===== config.mk =====
export PLATFORM = sky130hd
export DESIGN_NAME = uart_receiver
export DESIGN_NICKNAME = d
export VERILOG_FILES = /design/src/rtl/uart_pkg.sv /design/src/rtl/uart_baud_tick.sv /design/src/rtl/uart_receiver.sv
export SDC_FILE = /design/constraint.sdc
export NUM_CORES = 1
export LEC_CHECK = 0
export ABC_AREA = 1
export CORE_ASPECT_RATIO = 2
export CORE_MARGIN = 2
export CORE_UTILIZATION = 50
export CTS_CLUSTER_DIAMETER = 40
export DETAILED_ROUTE_END_ITERATION = 7
export HOLD_SLACK_MARGIN = 0.08
export PLACE_DENSITY = 0.78
export SETUP_SLACK_MARGIN = 0.02
export SLEW_MARGIN = 20
export SYNTH_ARGS = -nofsm -noshare
export SYNTH_HDL_FRONTEND = slang
export SYNTH_SLANG_ARGS = --single-unit

===== constraint.sdc =====
create_clock -name clk -period 2.51 [get_ports clk]
set_input_delay 0.6275 -clock clk [delete_from_list [all_inputs] [get_ports clk]]
set_output_delay 0.6275 -clock clk [all_outputs]
set_load 0.1 [all_outputs]

===== src/rtl/uart_pkg.sv =====
// Shared UART definitions: FSM state codes, frame width and baud-divider helper,
// used by both the receiver and the transmitter.
package uart_pkg;

    localparam int DATA_BITS          = 8;
    localparam int OVERSAMPLE_DEFAULT = 16;

    typedef logic [2:0] uart_state_t;

    localparam uart_state_t ST_IDLE  = 3'd0;
    localparam uart_state_t ST_START = 3'd1;
    localparam uart_state_t ST_DATA  = 3'd2;
    localparam uart_state_t ST_STOP  = 3'd3;
    localparam uart_state_t ST_BREAK = 3'd4;

    function automatic int clks_per_tick(input longint clk_freq, input longint baud_rate,
                                         input int oversample);
        return int'(clk_freq / (baud_rate * longint'(oversample)));
    endfunction

endpackage


===== src/rtl/uart_baud_tick.sv =====
// Oversample tick generator: one-cycle pulse every CLKS_PER_TICK clocks.
// restart zeroes the phase so the first tick lands CLKS_PER_TICK cycles later.
module uart_baud_tick #(
    parameter int CLKS_PER_TICK = 1
) (
    input  logic clk,
    input  logic reset,
    input  logic restart,
    output logic tick
);

    localparam int CW = (CLKS_PER_TICK > 1) ? $clog2(CLKS_PER_TICK) : 1;
    localparam logic [CW-1:0] LAST = CW'(CLKS_PER_TICK - 1);

    logic [CW-1:0] cnt_q, cnt_d;

    always_comb begin
        tick  = 1'b0;
        cnt_d = cnt_q + CW'(1);
        if (restart) begin
            cnt_d = '0;
        end else if (cnt_q == LAST) begin
            cnt_d = '0;
            tick  = 1'b1;
        end
    end

    always_ff @(posedge clk or posedge reset) begin
        if (reset) cnt_q <= '0;
        else       cnt_q <= cnt_d;
    end

endmodule


===== src/rtl/uart_receiver.sv =====
// 8N1 UART receiver: oversampled, 3-sample majority vote per bit, one-entry
// holding register with valid/ready handshake and sticky framing/overrun flags.
module uart_receiver
    import uart_pkg::*;
#(
    parameter int CLK_FREQ   = 50_000_000,
    parameter int BAUD_RATE  = 115_200,
    parameter int OVERSAMPLE = OVERSAMPLE_DEFAULT
) (
    input  logic                 clk,
    input  logic                 reset,
    input  logic                 rx,
    output logic [DATA_BITS-1:0] rx_data,
    output logic                 rx_valid,
    input  logic                 rx_ready,
    output logic                 rx_busy,
    output logic                 frame_err,
    output logic                 overrun_err,
    input  logic                 clear_err
);

    localparam int CLKS_PER_TICK = clks_per_tick(CLK_FREQ, BAUD_RATE, OVERSAMPLE);
    localparam int TW = $clog2(OVERSAMPLE);
    localparam int BW = $clog2(DATA_BITS);
    localparam logic [TW-1:0] SAMP_A  = TW'(OVERSAMPLE / 2 - 1);
    localparam logic [TW-1:0] SAMP_B  = TW'(OVERSAMPLE / 2);
    localparam logic [TW-1:0] RESOLVE = TW'(OVERSAMPLE / 2 + 1);
    localparam logic [TW-1:0] LAST_T  = TW'(OVERSAMPLE - 1);
    localparam logic [BW-1:0] LAST_B  = BW'(DATA_BITS - 1);

    generate
        if (CLKS_PER_TICK < 1) begin : g_bad_rate
            $error("uart_receiver: CLK_FREQ too low for BAUD_RATE*OVERSAMPLE");
        end
        if ((OVERSAMPLE % 2 != 0) || (OVERSAMPLE < 8)) begin : g_bad_os
            $error("uart_receiver: OVERSAMPLE must be even and >= 8");
        end
    endgenerate

    logic                 rx_meta_q, rx_s_q;
    uart_state_t          state_q, state_d;
    logic [TW-1:0]        tick_cnt_q, tick_cnt_d;
    logic [BW-1:0]        bit_idx_q, bit_idx_d;
    logic [1:0]           samp_q, samp_d;
    logic [DATA_BITS-1:0] shreg_q, shreg_d;
    logic [DATA_BITS-1:0] data_q, data_d;
    logic                 valid_q, valid_d;
    logic                 ferr_q, ferr_d;
    logic                 oerr_q, oerr_d;
    logic                 tick, restart, vote, resolve, boundary, deliver, ferr_set, oerr_set;

    assign restart = (state_q == ST_IDLE) && !rx_s_q;

    uart_baud_tick #(.CLKS_PER_TICK(CLKS_PER_TICK)) u_tick (
        .clk    (clk),
        .reset  (reset),
        .restart(restart),
        .tick   (tick)
    );

    assign vote     = (samp_q[0] & samp_q[1]) | (samp_q[0] & rx_s_q) | (samp_q[1] & rx_s_q);
    assign resolve  = tick && (tick_cnt_q == RESOLVE);
    assign boundary = tick && (tick_cnt_q == LAST_T);

    always_comb begin
        state_d    = state_q;
        tick_cnt_d = tick_cnt_q;
        bit_idx_d  = bit_idx_q;
        samp_d     = samp_q;
        shreg_d    = shreg_q;
        deliver    = 1'b0;
        ferr_set   = 1'b0;

        if (tick && tick_cnt_q == SAMP_A) samp_d[0] = rx_s_q;
        if (tick && tick_cnt_q == SAMP_B) samp_d[1] = rx_s_q;
        if (tick) tick_cnt_d = boundary ? '0 : tick_cnt_q + TW'(1);

        case (state_q)
            ST_IDLE: begin
                tick_cnt_d = '0;
                if (!rx_s_q) state_d = ST_START;
            end
            ST_START: begin
                // A high majority at mid-start means the falling edge was noise.
                if (resolve && vote) begin
                    state_d = ST_IDLE;
                end else if (boundary) begin
                    state_d   = ST_DATA;
                    bit_idx_d = '0;
                end
            end
            ST_DATA: begin
                if (resolve) shreg_d = {vote, shreg_q[DATA_BITS-1:1]};
                if (boundary) begin
                    if (bit_idx_q == LAST_B) state_d = ST_STOP;
                    else                     bit_idx_d = bit_idx_q + BW'(1);
                end
            end
            ST_STOP: begin
                if (resolve) begin
                    if (vote) begin
                        deliver = 1'b1;
                        state_d = ST_IDLE;
                    end else begin
                        ferr_set = 1'b1;
                        state_d  = ST_BREAK;
                    end
                end
            end
            ST_BREAK: begin
                if (rx_s_q) state_d = ST_IDLE;
            end
            default: state_d = ST_IDLE;
        endcase
    end

    // A delivery may reuse the slot being drained by a same-cycle handshake.
    always_comb begin
        data_d   = data_q;
        valid_d  = valid_q;
        oerr_set = 1'b0;
        if (deliver) begin
            if (!valid_q || rx_ready) begin
                data_d  = shreg_q;
                valid_d = 1'b1;
            end else begin
                oerr_set = 1'b1;
            end
        end else if (valid_q && rx_ready) begin
            valid_d = 1'b0;
        end
        ferr_d = ferr_set ? 1'b1 : (clear_err ? 1'b0 : ferr_q);
        oerr_d = oerr_set ? 1'b1 : (clear_err ? 1'b0 : oerr_q);
    end

    always_ff @(posedge clk or posedge reset) begin
        if (reset) begin
            rx_meta_q  <= 1'b1;
            rx_s_q     <= 1'b1;
            state_q    <= ST_IDLE;
            tick_cnt_q <= '0;
            bit_idx_q  <= '0;
            samp_q     <= '0;
            shreg_q    <= '0;
            data_q     <= '0;
            valid_q    <= 1'b0;
            ferr_q     <= 1'b0;
            oerr_q     <= 1'b0;
        end else begin
            rx_meta_q  <= rx;
            rx_s_q     <= rx_meta_q;
            state_q    <= state_d;
            tick_cnt_q <= tick_cnt_d;
            bit_idx_q  <= bit_idx_d;
            samp_q     <= samp_d;
            shreg_q    <= shreg_d;
            data_q     <= data_d;
            valid_q    <= valid_d;
            ferr_q     <= ferr_d;
            oerr_q     <= oerr_d;
        end
    end

    assign rx_data     = data_q;
    assign rx_valid    = valid_q;
    assign frame_err   = ferr_q;
    assign overrun_err = oerr_q;
    assign rx_busy     = (state_q != ST_IDLE);

endmodule


Run 1, selected gate families:
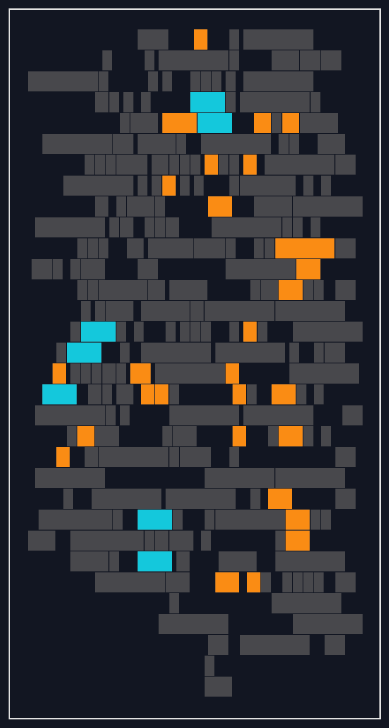
- adder and majority cells: cyan (cells 7)
- inverting AOI/OAI gates: orange (cells 28)
most frequent logic cell in the layout: nand2_1
Comb/total area: 0.381
Post-Layout Cell Count: 288

Run 1, clock wires, drivers and flops:
Scale bar: 10 um.
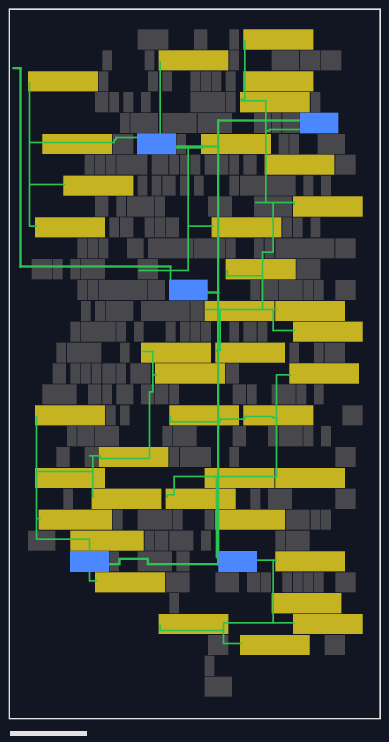
- flip-flops: yellow (count 38)
- clock drivers: blue (count 5)
- clock wires: green (length 484 um)
- flops lie: spread over the die
clock share of power: 0.406
Setup Skew: 0.00785 ns
clock-net power: 0.438 mW

==> impl_metrics.csv, run 1 <==
group,metric,value,unit
finish,antenna_cells,0,
placement,hpwl,2.59,mm
timing,period_used_share,0.853,
synth,fp_nets,227,
clock_tree,cts_tree,"done",
floorplanning,die-area,4440,um^2
floorplanning,die_w,48.1,um
global_routing,grt_max_degree,39,
timing,rsz0062_at_grt,"false",
synth,synth_cells,215,
global_routing,antenna_found_initial,0,
clock_tree,post-cts-setup-buffers,0,
synth,synth.area.top_cells,"dfrtp_1 (46%), nand2_1 (11%), inv_1 (5.6%), ha_1 (4.5%), nor2_1 (3.7%)",
power,switchingPower,0.235,mW
timing,fin_ws,0.370,ns
routing,dr.first_iter.drc_count,20,
run,warnings,29,
clock_tree,clk_latency,0.29,ns
timing,fmax,467,MHz
placement,dp_slack,0.696,ns
floorplanning,coreArea,3800,um^2
finish,final_cell_area,2220,um^2
global_routing,grt_pass1_vias,1416,
placement,dp_cells,280,
global_routing,top_usage_layer,"met2",
routing,top_layer,"met4",
timing,setup-tns-final,0,ns
worst_setup_path,critPathArrivalTime,1.51,ns
worst_setup_path,worst_setup_path_end_kind,"output port",
synth,numSynthFlops,38,
status,status,"finished, final reports clean",
finish,most-common-layout-cells,"nand2_1 (56), dfrtp_1 (36), inv_1 (29), nor2_1 (19), buf_4 (13)",
routing,vias,1463,
synth,postSynth.asyncResetShare,1.00,
placement,io_buffers,16,
power,p_comb_frac,0.022,
synth,ys_seq_frac,0.490,
global_routing,met2_usage,0.324,
placement,placed_area,2130,um^2
routing,drc,0,
power,power.leakage,1.12,nW
synth,edf_count,0,
synth,logic_family,"simple AND/OR/NAND/NOR gates",
clock_tree,hold_buffers,0,
synth,ys_types,33,
global_routing,grt_overflow,0,
power,finalPower,1.08,mW
routing,wl_met2,1.89,mm
timing,worst_pin_slew,0.543,ns
worst_setup_path,critPathLaunchType,"flip-flop",
clock_tree,clk_path_buf_depth,2,
routing,first_pass_iters,4,
finish,final_core_util,0.584,
worst_setup_path,required,1.88,ns
clock_tree,cts.htree.levels,2,
synth,ff_type,"dfrtp_1",
timing,hold_violations,0,
synth,syn_area_per_cell,9.06,um^2
synth,synthAoiAreaFrac,0.105,
synth,synth_warnings,0,
routing,m1WireLength,1.29,mm
floorplanning,die_h,92.2,um
power,p_sw_frac,0.218,
global_routing,use_met3,0.0492,
routing,ant_nets,0,
synth,synth_top_area_share,0.463,
power,p_int,0.842,mW
power,vdd_ir_drop_max,0.467,mV
finish,final_nets,248,
Run 1, routed metal, one color a layer:
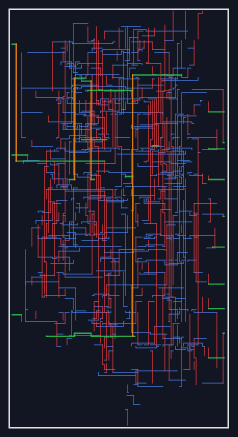
- metal 1: blue (wire length 1290 um)
- metal 2: red (wire length 1890 um)
- metal 4: orange (wire length 128 um)
- metal 3: green (wire length 106 um)
all-layer global routing usage: 0.191
DRT Wirelength: 3.42 mm
DR WL/cell: 11.9 um

Run 1, clock nets:
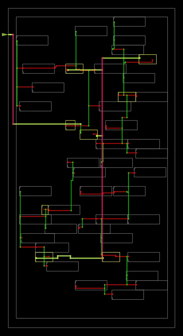
number of buffers created by CTS: 5
clock sink total: 38

## run 1: worst paths after layout
| path | from | endpoint | slack [ns] | cells past startpoint |
|---|---|---|---|---|
| min | rx_meta_q | rx_s_q | 0.36 | 0 |
| min in group asynchronous | reset | u_tick.cnt_q[2] | 0.74 | 3 |
| max in group asynchronous | reset | rx_s_q | 1.41 | 3 |
| max reg2reg | u_tick.cnt_q[0] | shreg_q[6] | 0.82 | 8 |
| max | state_q[2] | rx_busy | 0.37 | 5 |
| min reg2reg | rx_meta_q | rx_s_q | 0.36 | 0 |
## run 1: worst max-delay path, stage by stage, from the launching register on
cell and delay (ns):
dfrtp_1 0.48, nor2_4 0.20, inv_1 0.06, nor2_1 0.19, inv_1 0.06, buf_4 0.23
## run 1: power groups by stage
| stage | combinational [mW] | clock, mW | sequential (mW) |
|---|---|---|---|
| after floorplan | 0.0129 | 0 | 0.627 |
| after global placement | 0.0244 | 0 | 0.628 |
| after detailed placement | 0.0248 | 0 | 0.628 |
| after CTS | 0.0248 | 0.457 | 0.616 |
| after global routing | 0.0268 | 0.475 | 0.616 |
| final | 0.0233 | 0.438 | 0.616 |
## run 1: cell type report
cell class	count	area, um^2
clock buffer	6	82.6
clock inverter	2	12.5
fill	339	1580
inverter	33	124
multi-input combinational	141	847
sequential	38	953
tap	51	63.8
timing repair buffer	17	138
## run 1: cell usage after synthesis (2+ instances only)
master,instances
o21ai_2,2
nand3_2,2
o2111ai_1,7
nand3_1,9
nand3_4,2
nor2_1,19
ha_1,7
a21oi_1,4
dfstp_2,2
xor2_1,4
nor2_4,4
nand4_1,2
inv_2,3
o21ai_0,8
o22ai_1,3
dfrtp_1,36
nand2_1,56
inv_1,29
nand2_2,2
## Run 2: what changed since run 1
--- a/config.mk
+++ b/config.mk
@@ -12,6 +12,7 @@
 export CTS_CLUSTER_DIAMETER = 40
 export DETAILED_ROUTE_END_ITERATION = 7
 export HOLD_SLACK_MARGIN = 0.08
+export MAX_ROUTING_LAYER = met4
 export PLACE_DENSITY = 0.78
 export SETUP_SLACK_MARGIN = 0.02
 export SLEW_MARGIN = 20
Run 2, routed metal, one color a layer:
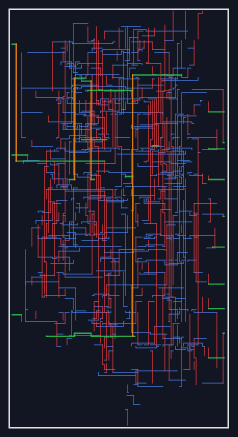
- metal 2: red (wire length 1890 um)
- metal 3: green (wire length 106 um)
- metal 1: blue (wire length 1290 um)
- metal 4: orange (wire length 128 um)
all-layer global routing usage: 0.196
vias: 1463

Run 2, clock nets:
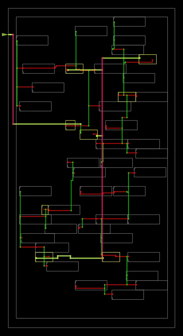
layout clock buffer count: 6
clk latency late pin: 0.29 ns
flip-flops: 38

==> impl_metrics.csv, run 2 <==
group,metric,value,unit
status,status,"finished, final reports clean",
run,warnings,29,
placement,dp_slack,0.696,ns
timing,max_slew_margin,0.637,
worst_setup_path,cp_common_cell,"inv_1",
synth,numSynthFlops,38,
synth,synth.area.top_cells,"dfrtp_1 (46%), nand2_1 (11%), inv_1 (5.6%), ha_1 (4.5%), nor2_1 (3.7%)",
routing,drt-total-wl,3.42,mm
finish,final_core_util,0.584,
synth,edf_count,0,
clock_tree,cts.htree.levels,2,
finish,final_nets,248,
routing,ant_nets,0,
worst_setup_path,startpoint,"state_q[2]",
clock_tree,cts.sinks,38,
worst_setup_path,crit_family,"flip-flops",
finish,final_cell_area,2220,um^2
finish,most-common-layout-cells,"nand2_1 (56), dfrtp_1 (36), inv_1 (29), nor2_1 (19), buf_4 (13)",
finish,stdcell_count,288,
synth,ys_types,33,
worst_setup_path,r2r_end,"shreg_q[6]",
power,finalPower,1.08,mW
worst_setup_path,required,1.88,ns
global_routing,grt_max_degree,39,
placement,io_buffers,16,
worst_setup_path,r2r_start,"u_tick.cnt_q[0]",
synth,postSynth.asyncResetShare,1.00,
timing,fin_crit,2.14,ns
timing,hold_violations,0,
routing,wl_per_cell,11.9,um
worst_setup_path,critPathLaunchType,"flip-flop",
routing,dr.first_iter.drc_count,20,
finish,antenna_cells,0,
clock_tree,cts_tree,"done",
floorplanning,coreArea,3800,um^2
timing,fin_ws,0.370,ns
timing,fmax,467,MHz
worst_setup_path,worst-path-max-fanout,6,
synth,ff_type,"dfrtp_1",
placement,placed_area,2130,um^2
power,power.leakage,1.12,nW
global_routing,grt_pass1_vias,1416,
worst_setup_path,cp_slowest_cell,"dfrtp_1",
power,vdd_ir_drop_max,0.467,mV
clock_tree,clk_path_buf_depth,2,
synth,ys_seq_frac,0.490,
synth,ys_top_cells_by_count,"nand2_1 (56), dfrtp_1 (36), inv_1 (29)",
synth,fp_nets,227,
worst_setup_path,critPathArrivalTime,1.51,ns
worst_setup_path,r2r_cells,8,
placement,dp_cells,280,
timing,worst_clock_skew,0.00785,ns
timing,worst_pin_slew,0.543,ns
worst_setup_path,cp_num_buf_inv,3,
synth,synth_top_area_share,0.463,
worst_setup_path,cp.depth,5,
clock_tree,hold_buffers,0,
placement,hpwl,2.59,mm
synth,logic_family,"simple AND/OR/NAND/NOR gates",
worst_setup_path,cpPeakStageDelay,0.48,ns
floorplanning,die_h,92.2,um
floorplanning,die-area,4440,um^2
clock_tree,cts_buffers,5,
timing,period_used_share,0.853,
synth,synth_cells,215,
finish,final_common_cell,"nand2_1",
timing,rsz0062_at_grt,"false",
clock_tree,post-cts-setup-buffers,0,
synth,top_cell,"nand2_1",
worst_setup_path,endpoint,"rx_busy",
clock_tree,clk_pin_slew_worst_paths,0.07,ns
synth,synthAoiAreaFrac,0.105,
synth,ys_cells,215,
routing,drc,0,
synth,mux_share,0,
global_routing,antenna_found_initial,0,
synth,synth_warnings,0,
hold_path,min-delay-path-class,"flip-flop to flip-flop",
run,cap_violations,0,
worst_setup_path,worst_setup_path_end_kind,"output port",
worst_setup_path,crit_chain,"nor2_4 > inv_1 > nor2_1 > inv_1 > buf_4",
timing,setup-tns-final,0,ns
routing,first_pass_iters,4,
worst_setup_path,reg2reg_setup_slack,0.82,ns
[run 2: cell families after synthesis]
| group | Yosys count |
|---|---|
| AND-OR/OR-AND | 28 |
| adder cells (fa/ha/maj) | 7 |
| flip-flops | 38 |
| buffers and inverters | 36 |
| AND/OR/NAND/NOR | 101 |
| XOR/XNOR | 5 |
[run 2: metal layers]
metal	global-route usage	routed length, um	up-vias
met5	-	0	-
met4	0.106	127	0
met3	0.0492	106	10
met2	0.324	1890	27
met1	0.194	1290	691
li1	-	-	735
[run 2: power by group]
part | switching (mW) | total, mW | leakage, nW | internal [mW]
registers | 0.00128 | 0.616 | 0.499 | 0.615
logic | 0.0164 | 0.0233 | 0.573 | 0.00690
clock network | 0.217 | 0.438 | 0.0472 | 0.221
total | 0.235 | 1.08 | 1.12 | 0.842
[run 2: worst min path at each step]
stage                     slack (ns)  cells after the start      to
after floorplan                 0.35                      0  rx_s_q
after global placement          0.35                      0  rx_s_q
after detailed placement        0.35                      0  rx_s_q
after CTS                       0.36                      0  rx_s_q
after global routing            0.36                      0  rx_s_q
final                           0.36                      0  rx_s_q
[run 2: area by class of cell]
type                    count  area (um^2)
flip-flops and latches     38          953
repair buffers             17          138
multi-input cells         141          847
clock inverters             2         12.5
fillers                   339         1580
clock buffers               6         82.6
well taps                  51         63.8
inverters                  33          124
Run 2, clock wires, drivers and flops:
Scale bar: 10 um.
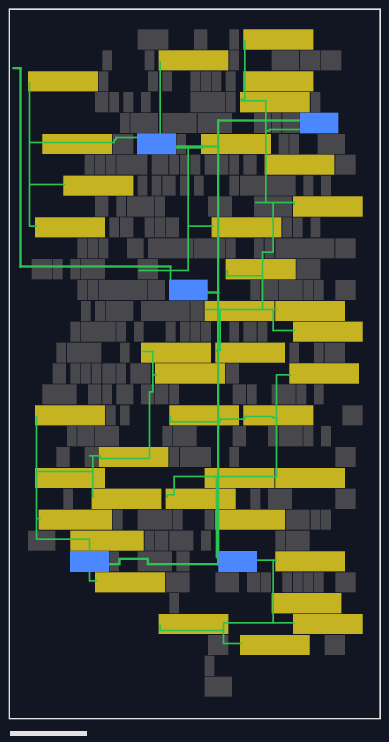

## Run 3: what changed since run 2
--- a/config.mk
+++ b/config.mk
@@ -6,8 +6,8 @@
 export NUM_CORES = 1
 export LEC_CHECK = 0
 export ABC_AREA = 1
+export CAP_MARGIN = 25
 export CORE_ASPECT_RATIO = 2
-export CORE_MARGIN = 2
 export CORE_UTILIZATION = 50
 export CTS_CLUSTER_DIAMETER = 40
 export DETAILED_ROUTE_END_ITERATION = 7
Run 3, clock wires, drivers and flops:
Scale bar: 10 um.
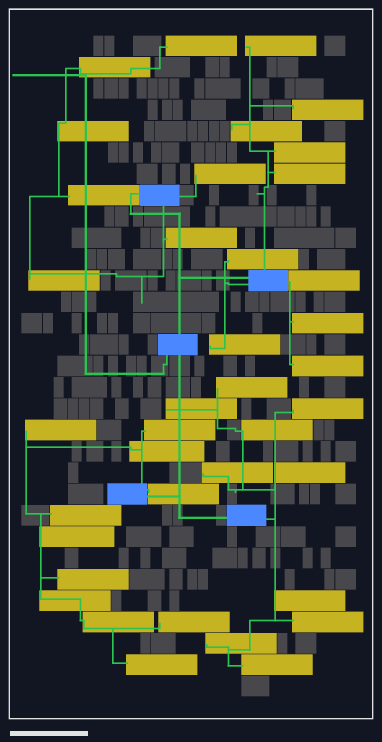
- clock drivers: blue (count 5)
- flip-flops: yellow (count 38)
- clock wires: green (length 470 um)
- flops lie: spread over the die
- routed clock nets: 6
clk latency late pin: 0.28 ns
Setup Skew: 0.00375 ns
clock share of power: 0.439
clock-net power: 0.501 mW

Run 3, selected gate families:
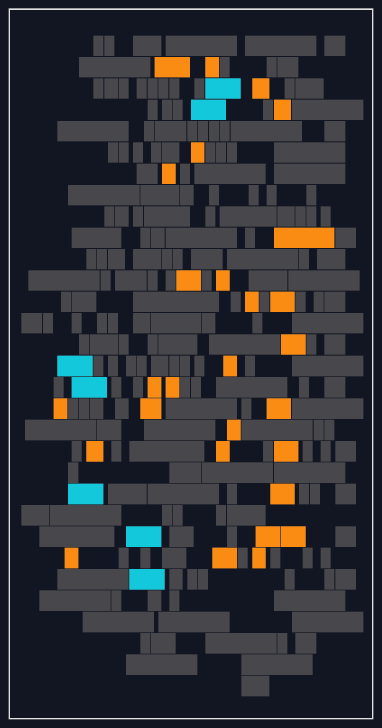
- adder and majority cells: cyan (cells 7)
- inverting AOI/OAI gates: orange (cells 28)
Comb/total area: 0.380
Post-Layout Cell Count: 286

==> impl_metrics.csv, run 3 <==
group,metric,value,unit
synth,top_cell,"nand2_1",
worst_setup_path,critPathLaunchType,"flip-flop",
routing,first_pass_iters,4,
worst_setup_path,reg2reg_setup_slack,0.83,ns
synth,ys_types,33,
worst_setup_path,cp_common_cell,"inv_1",
worst_setup_path,worst-path-max-fanout,6,
timing,hold_violations,0,
placement,io_buffers,16,
worst_setup_path,startpoint,"state_q[2]",
power,power_density,511,nW/um^2
finish,final_nets,248,
synth,synth_warnings,0,
timing,setup-tns-final,0,ns
synth,fp_nets,227,
routing,ant_nets,0,
routing,drc,0,
floorplanning,die-area,4160,um^2
timing,fin_crit,2.13,ns
global_routing,grt_pass1_vias,1491,
floorplanning,die_h,90.2,um
clock_tree,clk_pin_slew_worst_paths,0.07,ns
synth,numSynthFlops,38,
synth,ff_type,"dfrtp_1",
global_routing,antenna_found_initial,0,
routing,drt-total-wl,3.49,mm
worst_setup_path,r2r_start,"u_tick.cnt_q[0]",
synth,ys_cells,215,
run,cap_violations,0,
synth,ys_seq_frac,0.490,
timing,period_used_share,0.850,
finish,most-common-layout-cells,"nand2_1 (56), dfrtp_1 (36), inv_1 (29), nor2_1 (19), buf_4 (13)",
hold_path,min-delay-path-class,"flip-flop to flip-flop",
synth,synth.area.top_cells,"dfrtp_1 (46%), nand2_1 (11%), inv_1 (5.6%), ha_1 (4.5%), nor2_1 (3.7%)",
run,warnings,29,
synth,synth_top_area_share,0.463,
worst_setup_path,cpPeakStageDelay,0.48,ns
hold_path,min_path_cells,0,
placement,hpwl,2.66,mm
worst_setup_path,cp_slowest_cell,"dfrtp_1",
global_routing,grt_max_degree,39,
clock_tree,cts_resized,0,
timing,rsz0062_at_grt,"false",
synth,postSynth.asyncResetShare,1.00,
power,power.leakage,1.12,nW
status,status,"finished, final reports clean",
routing,dr.first_iter.drc_count,26,
hold_path,hold_path_end,"rx_s_q",
clock_tree,clk_path_buf_depth,2,
synth,ys_top_cells_by_count,"nand2_1 (56), dfrtp_1 (36), inv_1 (29)",
finish,final_core_util,0.605,
synth,synth_cells,215,
finish,antenna_cells,0,
synth,synth_area,1950,um^2
power,vdd_ir_drop_max,0.412,mV
worst_setup_path,required,1.88,ns
worst_setup_path,r2r_end,"rx_data[5]",
clock_tree,post-cts-setup-buffers,0,
timing,fmax,468,MHz
worst_setup_path,critPathArrivalTime,1.51,ns
clock_tree,cts_buffers,5,
synth,edf_count,0,
worst_setup_path,worst_setup_path_end_kind,"output port",
routing,wl_per_cell,12.2,um
clock_tree,hold_buffers,0,
timing,worst_pin_slew,0.504,ns
floorplanning,coreArea,3680,um^2
worst_setup_path,r2r_cells,9,
-- run 3: netlist changes by cell type in the layout (fill, tap and decap cells not counted) --
cell,delta
clkbuf_1,+2
clkinv_2,-1
clkbuf_8,-1
clkinvlp_4,-1
bufinv_16,+1
-- run 3: area by class of cell --
class | instances | area, um^2
timing repair buffer | 17 | 138
fill | 316 | 1460
clock inverter | 1 | 30.0
inverter | 33 | 124
clock buffer | 7 | 76.3
tap | 49 | 61.3
sequential | 38 | 953
multi-input combinational | 141 | 847
-- run 3: worst max-delay path: cells and delay by family (launching register included) --
kind / cells / cell delay (ns)
flops: 1 / 0.48
simple gates: 2 / 0.38
buf+inv: 3 / 0.36
-- run 3: stage by stage --
| stage | instance area (um^2) | hold WS, ns | power, mW | setup slack [ns] |
|---|---|---|---|---|
| after detailed placement | 2120 | 0.355 | 0.652 | 0.685 |
| final | 2230 | 0.363 | 1.14 | 0.375 |
| after floorplan | 1950 | 0.345 | 0.640 | 0.586 |
| after global routing | 2230 | 0.369 | 1.19 | 0.288 |
| after CTS | 2230 | 0.366 | 1.16 | 0.364 |
| after global placement | 2120 | 0.348 | 0.652 | 0.714 |
-- run 3: cell families after synthesis --
family,after synthesis,share of synthesized area
AND/OR/NAND/NOR,101,0.263
flip-flops,38,0.490
buffers and inverters,36,0.0752
AND-OR/OR-AND,28,0.105
adder cells (fa/ha/maj),7,0.0450
XOR/XNOR,5,0.0225
-- run 3: metal layers --
metal	routed length (um)	vias to the layer above	global-route usage
met1	1260	673	0.213
li1	-	730	-
met4	129	0	0.110
met2	2010	23	0.356
met3	83	12	0.0442
met5	0	-	-
-- run 3: report_power, final --
part / internal, mW / switching (mW)
clock network: 0.297 / 0.204
registers: 0.615 / 0.00116
logic: 0.00691 / 0.0165
total: 0.919 / 0.221
Power is estimated from default activity; no workload was simulated.
